--- config.mk ---
export PLATFORM = sky130hd
export DESIGN_NAME = pipeline_interlock
export DESIGN_NICKNAME = d
export VERILOG_FILES = /design/src/rtl/mips_pkg.sv /design/src/rtl/instr_reg_decode.sv /design/src/rtl/pipeline_interlock.sv
export SDC_FILE = /design/constraint.sdc
export NUM_CORES = 1
export LEC_CHECK = 0
export CAP_MARGIN = 20
export CORE_MARGIN = 2
export CORE_UTILIZATION = 41
export CTS_BUF_LIST = sky130_fd_sc_hd__clkbuf_4 sky130_fd_sc_hd__clkbuf_8
export CTS_CLUSTER_DIAMETER = 60
export DETAILED_ROUTE_END_ITERATION = 6
export HOLD_SLACK_MARGIN = 0.1
export PLACE_DENSITY = 0.81
export RECOVER_POWER = 50
export SLEW_MARGIN = 10
export SYNTH_ARGS = -nofsm -noshare
export SYNTH_HDL_FRONTEND = slang
export SYNTH_HIERARCHICAL = 1
export SYNTH_SLANG_ARGS = --single-unit
--- constraint.sdc ---
create_clock -name clk -period 3.1 [get_ports clk]
set_clock_uncertainty 0.1 [all_clocks]
set_input_delay 0.465 -clock clk [delete_from_list [all_inputs] [get_ports clk]]
set_output_delay 0.465 -clock clk [all_outputs]
set_load 0.01 [all_outputs]
--- src/rtl/mips_pkg.sv ---
// Shared decode constants, scoreboard slot type and interlock FSM encoding
// for the 16-bit MIPS-style pipeline.
package mips_pkg;

    localparam logic [3:0] OP_RFMT = 4'd0;
    localparam logic [3:0] OP_ADDI = 4'd1;
    localparam logic [3:0] OP_SLTI = 4'd3;
    localparam logic [3:0] OP_LW   = 4'd4;
    localparam logic [3:0] OP_SW   = 4'd5;
    localparam logic [3:0] OP_BEQ  = 4'd6;

    localparam int OP_MSB = 15;
    localparam int OP_LSB = 12;
    localparam int RS_MSB = 11;
    localparam int RS_LSB = 9;
    localparam int RT_MSB = 8;
    localparam int RT_LSB = 6;
    localparam int RD_MSB = 5;
    localparam int RD_LSB = 3;

    typedef enum logic [1:0] {
        S_RUN      = 2'd0,
        S_LU_STALL = 2'd1,
        S_FLUSH    = 2'd2
    } il_state_e;

    typedef struct packed {
        logic       valid;
        logic [2:0] dest;
        logic       is_load;
    } sb_slot_t;

endpackage

--- src/rtl/instr_reg_decode.sv ---
// Register-usage decoder: destination, up to two sources and load flag.
// Register 0 never appears as a valid source or destination.
module instr_reg_decode
    import mips_pkg::*;
(
    input  logic [15:0] instr,
    output logic [2:0]  dest,
    output logic        dest_valid,
    output logic [2:0]  src1,
    output logic        src1_valid,
    output logic [2:0]  src2,
    output logic        src2_valid,
    output logic        is_load
);

    logic [3:0] op;
    logic [2:0] rs, rt, rd;
    logic       dv, s1v, s2v;
    logic       unused_funct;

    assign op = instr[OP_MSB:OP_LSB];
    assign rs = instr[RS_MSB:RS_LSB];
    assign rt = instr[RT_MSB:RT_LSB];
    assign rd = instr[RD_MSB:RD_LSB];
    assign unused_funct = ^instr[2:0];

    always_comb begin
        dest    = 3'd0;
        dv      = 1'b0;
        src1    = 3'd0;
        s1v     = 1'b0;
        src2    = 3'd0;
        s2v     = 1'b0;
        is_load = 1'b0;
        case (op)
            OP_RFMT: begin
                dest = rd; dv = 1'b1;
                src1 = rs; s1v = 1'b1;
                src2 = rt; s2v = 1'b1;
            end
            OP_ADDI, OP_SLTI: begin
                dest = rs; dv = 1'b1;
                src1 = rt; s1v = 1'b1;
            end
            OP_LW: begin
                dest = rt; dv = 1'b1;
                src1 = rs; s1v = 1'b1;
                is_load = 1'b1;
            end
            OP_SW, OP_BEQ: begin
                src1 = rs; s1v = 1'b1;
                src2 = rt; s2v = 1'b1;
            end
            default: ;
        endcase
        dest_valid = dv  && (dest != 3'd0);
        src1_valid = s1v && (src1 != 3'd0);
        src2_valid = s2v && (src2 != 3'd0);
    end

endmodule

--- src/rtl/pipeline_interlock.sv ---
// Load-use stall / branch flush interlock with a two-slot (EX, MEM) scoreboard.
// Define INTERLOCK_STALL_CNT_EN to build the saturating stall-cycle counter.
module pipeline_interlock
    import mips_pkg::*;
#(
    parameter int FLUSH_CYCLES = 2
) (
    input  logic        clk,
    input  logic        rst,
    input  logic [15:0] id_instr,
    input  logic        id_valid,
    input  logic        branch_taken,
    output logic        stall,
    output logic        bubble,
    output logic        flush,
    output logic [15:0] stall_count
);

    localparam logic [1:0] FLUSH_LOAD = 2'(FLUSH_CYCLES - 1);

    logic [2:0] d_dest, d_src1, d_src2;
    logic       d_dest_valid, d_src1_valid, d_src2_valid, d_is_load;

    instr_reg_decode u_dec (
        .instr      (id_instr),
        .dest       (d_dest),
        .dest_valid (d_dest_valid),
        .src1       (d_src1),
        .src1_valid (d_src1_valid),
        .src2       (d_src2),
        .src2_valid (d_src2_valid),
        .is_load    (d_is_load)
    );

    il_state_e state, state_nxt;
    logic [1:0] fcnt, fcnt_nxt;
    sb_slot_t   ex_q, mem_q, ex_nxt;
    logic       hazard;
    logic       unused_mem;

    // MEM is tracked for the forwarding unit; nothing here consumes it.
    assign unused_mem = ^mem_q;

    assign hazard = id_valid && ex_q.valid && ex_q.is_load && (ex_q.dest != 3'd0) &&
                    ((d_src1_valid && d_src1 == ex_q.dest) ||
                     (d_src2_valid && d_src2 == ex_q.dest));

    always_comb begin
        state_nxt = state;
        fcnt_nxt  = fcnt;
        stall     = 1'b0;
        bubble    = 1'b0;
        flush     = 1'b0;
        if (rst) begin
            state_nxt = S_RUN;
            fcnt_nxt  = 2'd0;
        end else if (branch_taken) begin
            flush     = 1'b1;
            bubble    = 1'b1;
            fcnt_nxt  = FLUSH_LOAD;
            state_nxt = (FLUSH_CYCLES > 1) ? S_FLUSH : S_RUN;
        end else begin
            case (state)
                S_RUN: begin
                    if (hazard) begin
                        stall     = 1'b1;
                        bubble    = 1'b1;
                        state_nxt = S_LU_STALL;
                    end
                end
                S_LU_STALL: state_nxt = S_RUN;
                S_FLUSH: begin
                    flush    = 1'b1;
                    bubble   = 1'b1;
                    fcnt_nxt = fcnt - 2'd1;
                    if (fcnt <= 2'd1) state_nxt = S_RUN;
                end
                default: state_nxt = S_RUN;
            endcase
        end
    end

    always_comb begin
        ex_nxt = '0;
        if (!(bubble || flush || !id_valid)) begin
            ex_nxt.valid   = 1'b1;
            ex_nxt.dest    = d_dest_valid ? d_dest : 3'd0;
            ex_nxt.is_load = d_is_load;
        end
    end

    always_ff @(posedge clk) begin
        if (rst) begin
            state <= S_RUN;
            fcnt  <= 2'd0;
            ex_q  <= '0;
            mem_q <= '0;
        end else begin
            state <= state_nxt;
            fcnt  <= fcnt_nxt;
            mem_q <= ex_q;
            ex_q  <= ex_nxt;
        end
    end

`ifdef INTERLOCK_STALL_CNT_EN
    logic [15:0] stall_cnt;

    always_ff @(posedge clk) begin
        if (rst)
            stall_cnt <= 16'd0;
        else if (stall && stall_cnt != 16'hFFFF)
            stall_cnt <= stall_cnt + 16'd1;
    end

    assign stall_count = stall_cnt;
`else
    assign stall_count = 16'd0;
`endif

endmodule

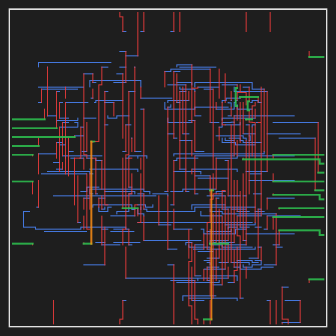
**Above:** run 1 (routed metal, one colour a layer).
- M1: blue (wire length 726 um)
- M2: red (wire length 903 um)
- M4: orange (wire length 35.4 um)
- M3: green (wire length 115 um)

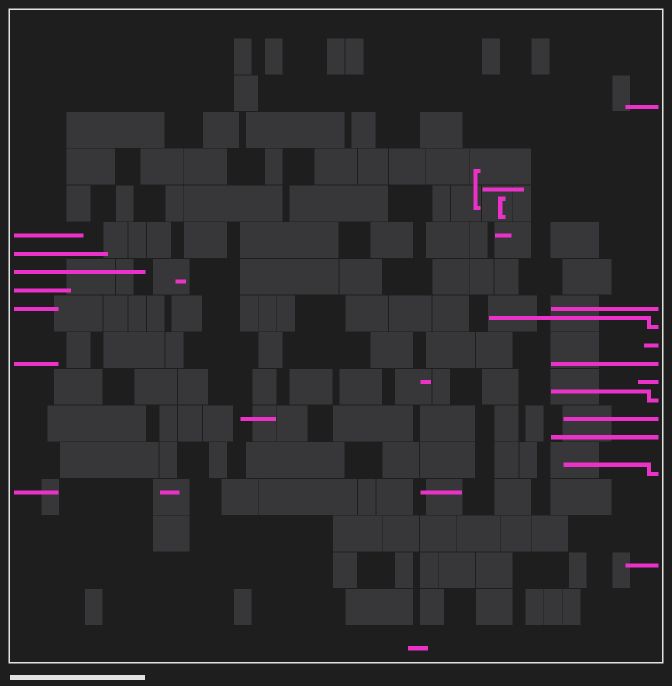
**Above:** run 1 (met3 routing).
Bar = 10 um.
- share of all routed wire: 6.5%
- nets with wire on the layer: 26
- wire length on this layer: 115 um
- longest straight run: 11.7 um
- main direction: horizontal

==> reports/qor.txt, run 1 <==
Outcome = finished, final reports clean
Synth Flop Type = dfxtp_1
Final max-slew violation count = 0
Worst setup path end = stall
Final Critical Period = 2.93 ns
TritonCTS clock tree = built
PnR worst setup slack = 0.172 ns
Yosys stat chip area = 806 um^2
Cell type with the largest total area = dfxtp_1
Post-synth seq share = 22.4%
Port Buffer Count = 19
Reg2Reg Capture Point = state[0]$_SDFFE_PP0P_
Clock root buffer = clkbuf_4
GP Congestion = 0.855
Arrival time worst endpoint = 2.36 ns
VDD IR-drop max = 223 uV
Final hold slack = 0.433 ns
H-tree depth = 1
GRT Resource Usage Total = 16.3%
Hold EP = state[1]$_SDFFE_PP0P_
# Cells Yosys = 102
Hold Path Class = reg2reg
Total power = 0.315 mW
Syn Std Cell Area = 806 um^2
First-pass DRT Iterations = 6
Critical Path RT = 2.53 ns
Post-synthesis cell count = 102
Post-route ant nets = 0
Fin util = 55.1%
Die W = 48.3 um
Leak = 0.446 nW
Largest Register = ex_q
Post-layout period usage of the worst path = 94.5%
Post-placement setup slack = -0.582 ns
Filler instances = 196
Finished Layout Cells = 159
Die Area = 2340 um^2
CP max FO = 4
Hold Crit Start = fcnt[1]$_SDFFE_PP0P_
Max Freq = 341 MHz
Power Density = 301 nW/um^2
RSZ-0062 raised after global routing = no
Reg clk slew, reported paths = 0.06 ns
Number of global-route vias before repair = 741
Inst Count DP = 154
Cell area leaders = dfxtp_1 22%, buf_4 16%, xnor2_1 7.6%
Crit path launch = id_instr[14]
Setup crit start kind = input pin
# Max-Cap Violations = 0
Max reg flops = 5
Max-area cell share = 22.4%
Synth cell count leaders = 17 x buf_4, 14 x nor2_1, 9 x dfxtp_1
Hold Violations, Final = 0
Post-CTS Hold Fix Bufs = 0
Placed Area = 1010 um^2
Synth async-reset ratio = 0%
Hold depth = 2
# setup viols final = 0
Synth top cell by count = buf_4
Routed WL per cell = 11.2 um
Reg2Reg Setup Slack = 1.54 ns
Vias = 769
Sink Count = 9
Global-route wire length before repair = 3.05 mm
Yosys reg bits = 9
Largest net degree at the start of global routing = 10
Die Ht = 48.3 um
Initial antenna violation count = 0
Layout area overhead = 30.0%
Cts repair resizes = 16
Kind of critical path = in2out
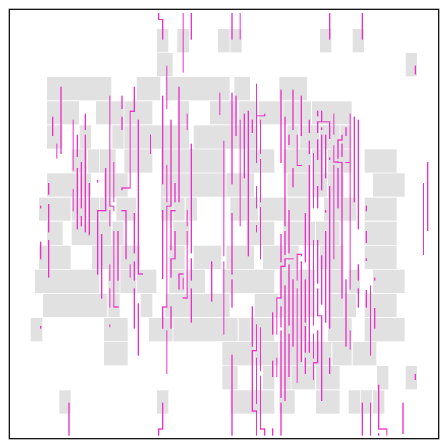
**Above:** run 1 (signal wires on met2).
- wire length on this layer: 903 um
- share of all routed wire: 51%
- longest straight run: 21.1 um
- nets with wire on the layer: 138
- main direction: vertical

run 1: per-layer routing:
layer / up-vias / global-route usage, % / part of all wire (%)
li1: 386 / - / -
met1: 345 / 18.0 / 41
met2: 34 / 28.7 / 51
met3: 4 / 4.32 / 6.5
met4: 0 / 8.10 / 2.0
met5: - / 0 / 0
run 1: report_power, final:
| part | switching, mW | internal (mW) | total [mW] |
|---|---|---|---|
| Combinational | 0.0487 | 0.0488 | 0.0975 |
| Sequential | 0.00183 | 0.119 | 0.120 |
| Clock | 0.0386 | 0.0582 | 0.0968 |
| Total | 0.0891 | 0.226 | 0.315 |
run 1: cells by family (layout without fill, tap and decap cells):
logic type / after synthesis / in the layout / share of synthesized area, %
DFF: 9 / 9 / 22.4
xor gates and xnor gates: 7 / 7 / 7.61
adders and majority gates: 1 / 1 / 1.55
buffers and inverters: 21 / 36 / 18.6
other: 1 / 16 / 0.465
and+or+nand+nor: 44 / 44 / 30.7
AOI/OAI and AO/OA: 19 / 19 / 18.6
run 1: cell type report:
cell class | count | area [um^2] | area share [%]
Sequential cell | 9 | 180 | 17.2
Inverter | 3 | 11.3 | 1.08
Clock buffer | 4 | 30.0 | 2.87
Timing Repair Buffer | 29 | 244 | 23.3
Multi-Input combinational cell | 87 | 548 | 52.3
Tap cell | 27 | 33.8 | 3.23
run 1: critical path, cell delays in order:
cell	delay [ns]
buf_2	0.13
and2b_1	0.17
or3_4	0.40
a21oi_4	0.16
and2_4	0.16
xnor2_1	0.11
nand4_1	0.17
a211oi_4	0.29
and3b_1	0.18
buf_2	0.12
run 1: placed cells by master (no fill, tap or decap), types with 4 or more instances in the layout:
cell             count
nand3_1              4
xnor2_1              7
conb_1              16
a22oi_1              5
clkdlybuf4s50_1     13
clkbuf_4             4
buf_4                9
nand2_1              4
dfxtp_1              9
nor2_1              14
==> inputs of run 2 (changes only) <==
- CORE_UTILIZATION: 41 -> 30
- PLACE_DENSITY: 0.81 -> unset
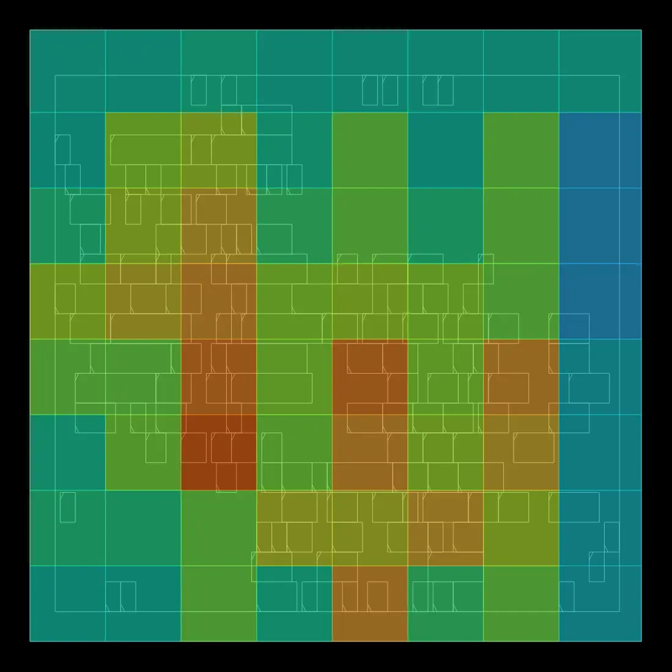
**Above:** run 2 (congestion heat map).
Routed WL per cell: 10.9 um
layer with the highest usage: met2
GRT Resource Usage Total: 11.2%
GR Layer Usage met3: 2.09%
fin util: 41.7%

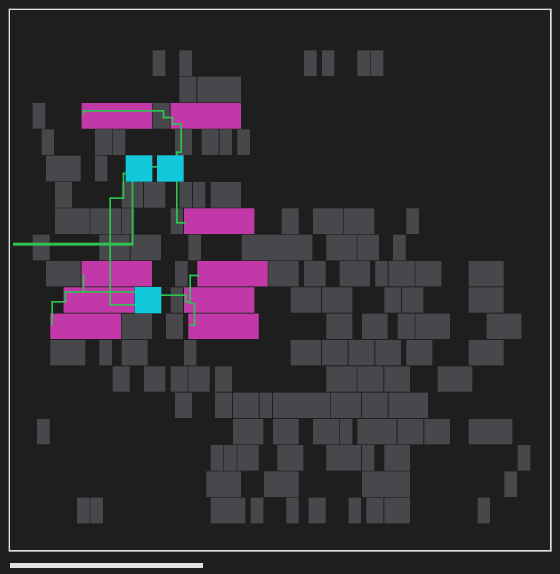
**Above:** run 2 (clock distribution).
Bar = 20 um.
- clock-net drivers: cyan (count 3)
- clock wires: green (length 91.1 um)
- flip-flops: magenta (count 9)
- routed clock nets: 4
Clock net power: 0.0858 mW
Late-Pin Clk Latency: 0.25 ns
Clk pwr share: 28.2%

==> run 2 against run 1 <==
  * Final cell count grew 2.5%
  * Wire length shrank 0.17%
  * Sequential power is essentially flat
  * Power shrank 3.4%
  * Die size grew 33%
  * Clock power shrank 11%
  * Critical endpoint unchanged
  * Largest cell class unchanged
==> reports/qor.txt, run 2 <==
# setup viols final = 0 (unchanged)
Share of cells above drive strength 1 = 20.3% (was 20.5%)
Synth cell count leaders = 17 x buf_4, 14 x nor2_1, 9 x dfxtp_1 (unchanged)
Clock root buffer = clkbuf_4 (unchanged)
FP Rows = 18 (was 16)
Reg2Reg Capture Point = ex_q[0]$_SDFF_PP0_ (was state[0]$_SDFFE_PP0P_)
Synth async-reset ratio = 0% (unchanged)
Setup TNS = 0 ns (unchanged)
Detailed-route DRC error count = 0 (unchanged)
Power Density = 289 nW/um^2 (was 301 nW/um^2)
Post-layout period usage of the worst path = 95.6% (was 94.5%)
Global-route wire length before repair = 2.88 mm (was 3.05 mm)
Net Switching = 0.0886 mW (was 0.0891 mW)
Post-synth seq share = 22.4% (unchanged)
Dominant logic cell type in the layout = conb_1 (unchanged)
Internal power = 0.215 mW (was 0.226 mW)
Core box area = 2520 um^2 (was 1900 um^2)
Port Buffer Count = 19 (unchanged)
Final hold slack = 0.441 ns (was 0.433 ns)
Hold EP = state[1]$_SDFFE_PP0P_ (unchanged)
Cell area leaders = dfxtp_1 22%, buf_4 16%, xnor2_1 7.6% (unchanged)
Slowest stage delay, CP = 0.35 ns (was 0.40 ns)
Cell type with the largest total area = dfxtp_1 (unchanged)
Post-synth EDFFs = 0 (unchanged)
VDD IR-drop max = 277 uV (was 223 uV)
GP Congestion = 0.771 (was 0.855)
Total power = 0.304 mW (was 0.315 mW)
Final max-slew violation count = 0 (unchanged)
Register share of total power = 39.6% (was 38.3%)
PnR worst setup slack = 0.136 ns (was 0.172 ns)
CP cell instances = clkbuf_2, and2b_1, or3_4, a21oi_4, and2_4, xnor2_1, nand4_1, a211oi_4, and3b_1, buf_2 (was buf_2, and2b_1, or3_4, a21oi_4, and2_4, xnor2_1, nand4_1, a211oi_4, and3b_1, buf_2)
Worst setup path end = stall (unchanged)
RSZ-0062 raised after global routing = no (unchanged)
Biggest regs = ex_q: 5 flops, fcnt: 2 flops, state: 2 flops (unchanged)
Number of global-route vias before repair = 673 (was 741)
TritonCTS clock tree = built (unchanged)
Switching share of power = 29.1% (was 28.3%)
WP depth = 10 (unchanged)
Vias per cell = 4.57 (was 4.84)
Setup crit start kind = input pin (unchanged)
Remaining Overflow, GRT = 0 (unchanged)
Sink Count = 9 (unchanged)
Max Freq = 337 MHz (was 341 MHz)
Hold Path Class = reg2reg (unchanged)
Placed Area = 1020 um^2 (was 1010 um^2)
Die Area = 3120 um^2 (was 2340 um^2)
Largest delay contributor family on the critical path = simple AND/OR/NAND/NOR gates (unchanged)
Post-route design area = 1050 um^2 (about the same)
Hold Crit Start = fcnt[1]$_SDFFE_PP0P_ (unchanged)
Kind of critical path = in2out (unchanged)
Synth top cell by count = buf_4 (unchanged)
Die W = 55.8 um (was 48.3 um)
Critical Path RT = 2.53 ns (about the same)
Antenna diodes = 0 (unchanged)
Top Layout Cells = 16 x conb_1, 14 x nor2_1, 13 x clkdlybuf4s50_1 (unchanged)
Post-route ant nets = 0 (unchanged)
Mapped Avg Cell Area = 7.90 um^2 (unchanged)
Layout Nets = 155 (was 154)
Hold depth = 2 (unchanged)
Initial antenna violation count = 0 (unchanged)
CTS buffer count = 3 (unchanged)
Max reg flops = 5 (unchanged)
Synth Flop Type = dfxtp_1 (unchanged)
Ys Warns = 6 (unchanged)
Reg clk slew, reported paths = 0.06 ns (about the same)
Reg2Reg Setup Slack = 1.58 ns (was 1.54 ns)
Reg2reg start = ex_q[2]$_SDFF_PP0_ (was ex_q[3]$_SDFF_PP0_)
Yosys reg bits = 9 (unchanged)
First-pass DRT Iterations = 4 (was 6)
Largest Register = ex_q (unchanged)
Layout area overhead = 30.4% (was 30.0%)
Hpwl dp = 1.42 mm (was 1.43 mm)
OpenROAD warning count = 29 (unchanged)
Outcome = finished, final reports clean (unchanged)
Io pins = 39 (unchanged)
Die Ht = 55.8 um (was 48.3 um)
# Max-Cap Violations = 0 (unchanged)
Max-area cell share = 22.4% (unchanged)
H-tree depth = 1 (unchanged)
CP max FO = 4 (unchanged)
Distinct lib cells = 36 (unchanged)
Arrival time worst endpoint = 2.40 ns (was 2.36 ns)
Finished Layout Cells = 163 (was 159)
Crit-path slowest cell = or3_4 (unchanged)
Crit path launch = id_instr[12] (was id_instr[14])
CP bufs+invs = 2 (unchanged)
Leak = 0.450 nW (was 0.446 nW)
Syn Std Cell Area = 806 um^2 (unchanged)
CP Capture Type = output port (unchanged)
Comb pwr share = 32.1% (was 31.0%)
# Cells Yosys = 102 (unchanged)
Largest net degree at the start of global routing = 10 (unchanged)
Yosys stat chip area = 806 um^2 (unchanged)
Final Critical Period = 2.96 ns (was 2.93 ns)
DRT iter0 DRCs = 15 (was 7)
Post-placement setup slack = -0.657 ns (was -0.582 ns)
Hold Violations, Final = 0 (unchanged)
DRT Wirelength = 1.78 mm (about the same)
Post-CTS Hold Fix Bufs = 0 (unchanged)
Post-synthesis cell count = 102 (unchanged)
FF-to-FF path depth = 5 (unchanged)
Max clock buf depth = 2 (unchanged)
Fp_density = 31.9% (was 42.4%)
Inst Count DP = 157 (was 154)
Vias = 745 (was 769)
## run 2: cell count changes in the layout (fill, tap and decap cells not counted)
cell      delta
a22oi_1      +1
a22oi_2      -1
buf_4        +1
clkbuf_4     -1
clkinv_2     +1
## run 2: repair_timing
item / CTS / global route
pin swaps: 4 / 5
setup endpoints to repair: 2 / 2
resized: 15 / 5
buffers inserted: 0 / 2
## run 2: power by group through the flow
stage,logic (mW),registers (mW),clock network (mW)
CTS,0.0960,0.121,0.0879
finish,0.0977,0.120,0.0858
global placement,0.0933,0.123,0
detailed placement,0.0942,0.123,0
global route,0.107,0.121,0.0962
floorplan,0.0666,0.123,0
## run 2: layout make-up
cell class	instances	area (um^2)
Sequential cell	9	180
Fill cell	284	1470
Multi-Input combinational cell	87	543
Inverter	3	11.3
Clock buffer	3	22.5
Clock inverter	1	5.00
Timing Repair Buffer	30	251
Tap cell	30	37.5
## run 2: cells by family (layout without fill, tap and decap cells)
family / after synthesis / after routing / synth area share, %
buffers and inverters: 21 / 37 / 18.6
AND-OR/OR-AND: 19 / 19 / 18.6
AND/OR/NAND/NOR: 44 / 44 / 30.7
XOR/XNOR: 7 / 7 / 7.61
other: 1 / 16 / 0.465
adder cells (fa/ha/maj): 1 / 1 / 1.55
flip-flops: 9 / 9 / 22.4
## run 2: per-layer routing
metal	part of all wire (%)	wire length (um)	up-vias	GRT usage, %
li1	-	-	387	-
met2	45	802	30	17.9
met4	0	0	0	3.06
met1	48	854	328	15.4
met3	6.7	119	0	2.09
met5	0	0	-	0
## run 2: worst min-delay path, cell delays in order (launching register included)
cell	delay [ns]
dfxtp_1	0.31
a21oi_1	0.14
nor3_1	0.05
Power is estimated from default activity; no workload was simulated.
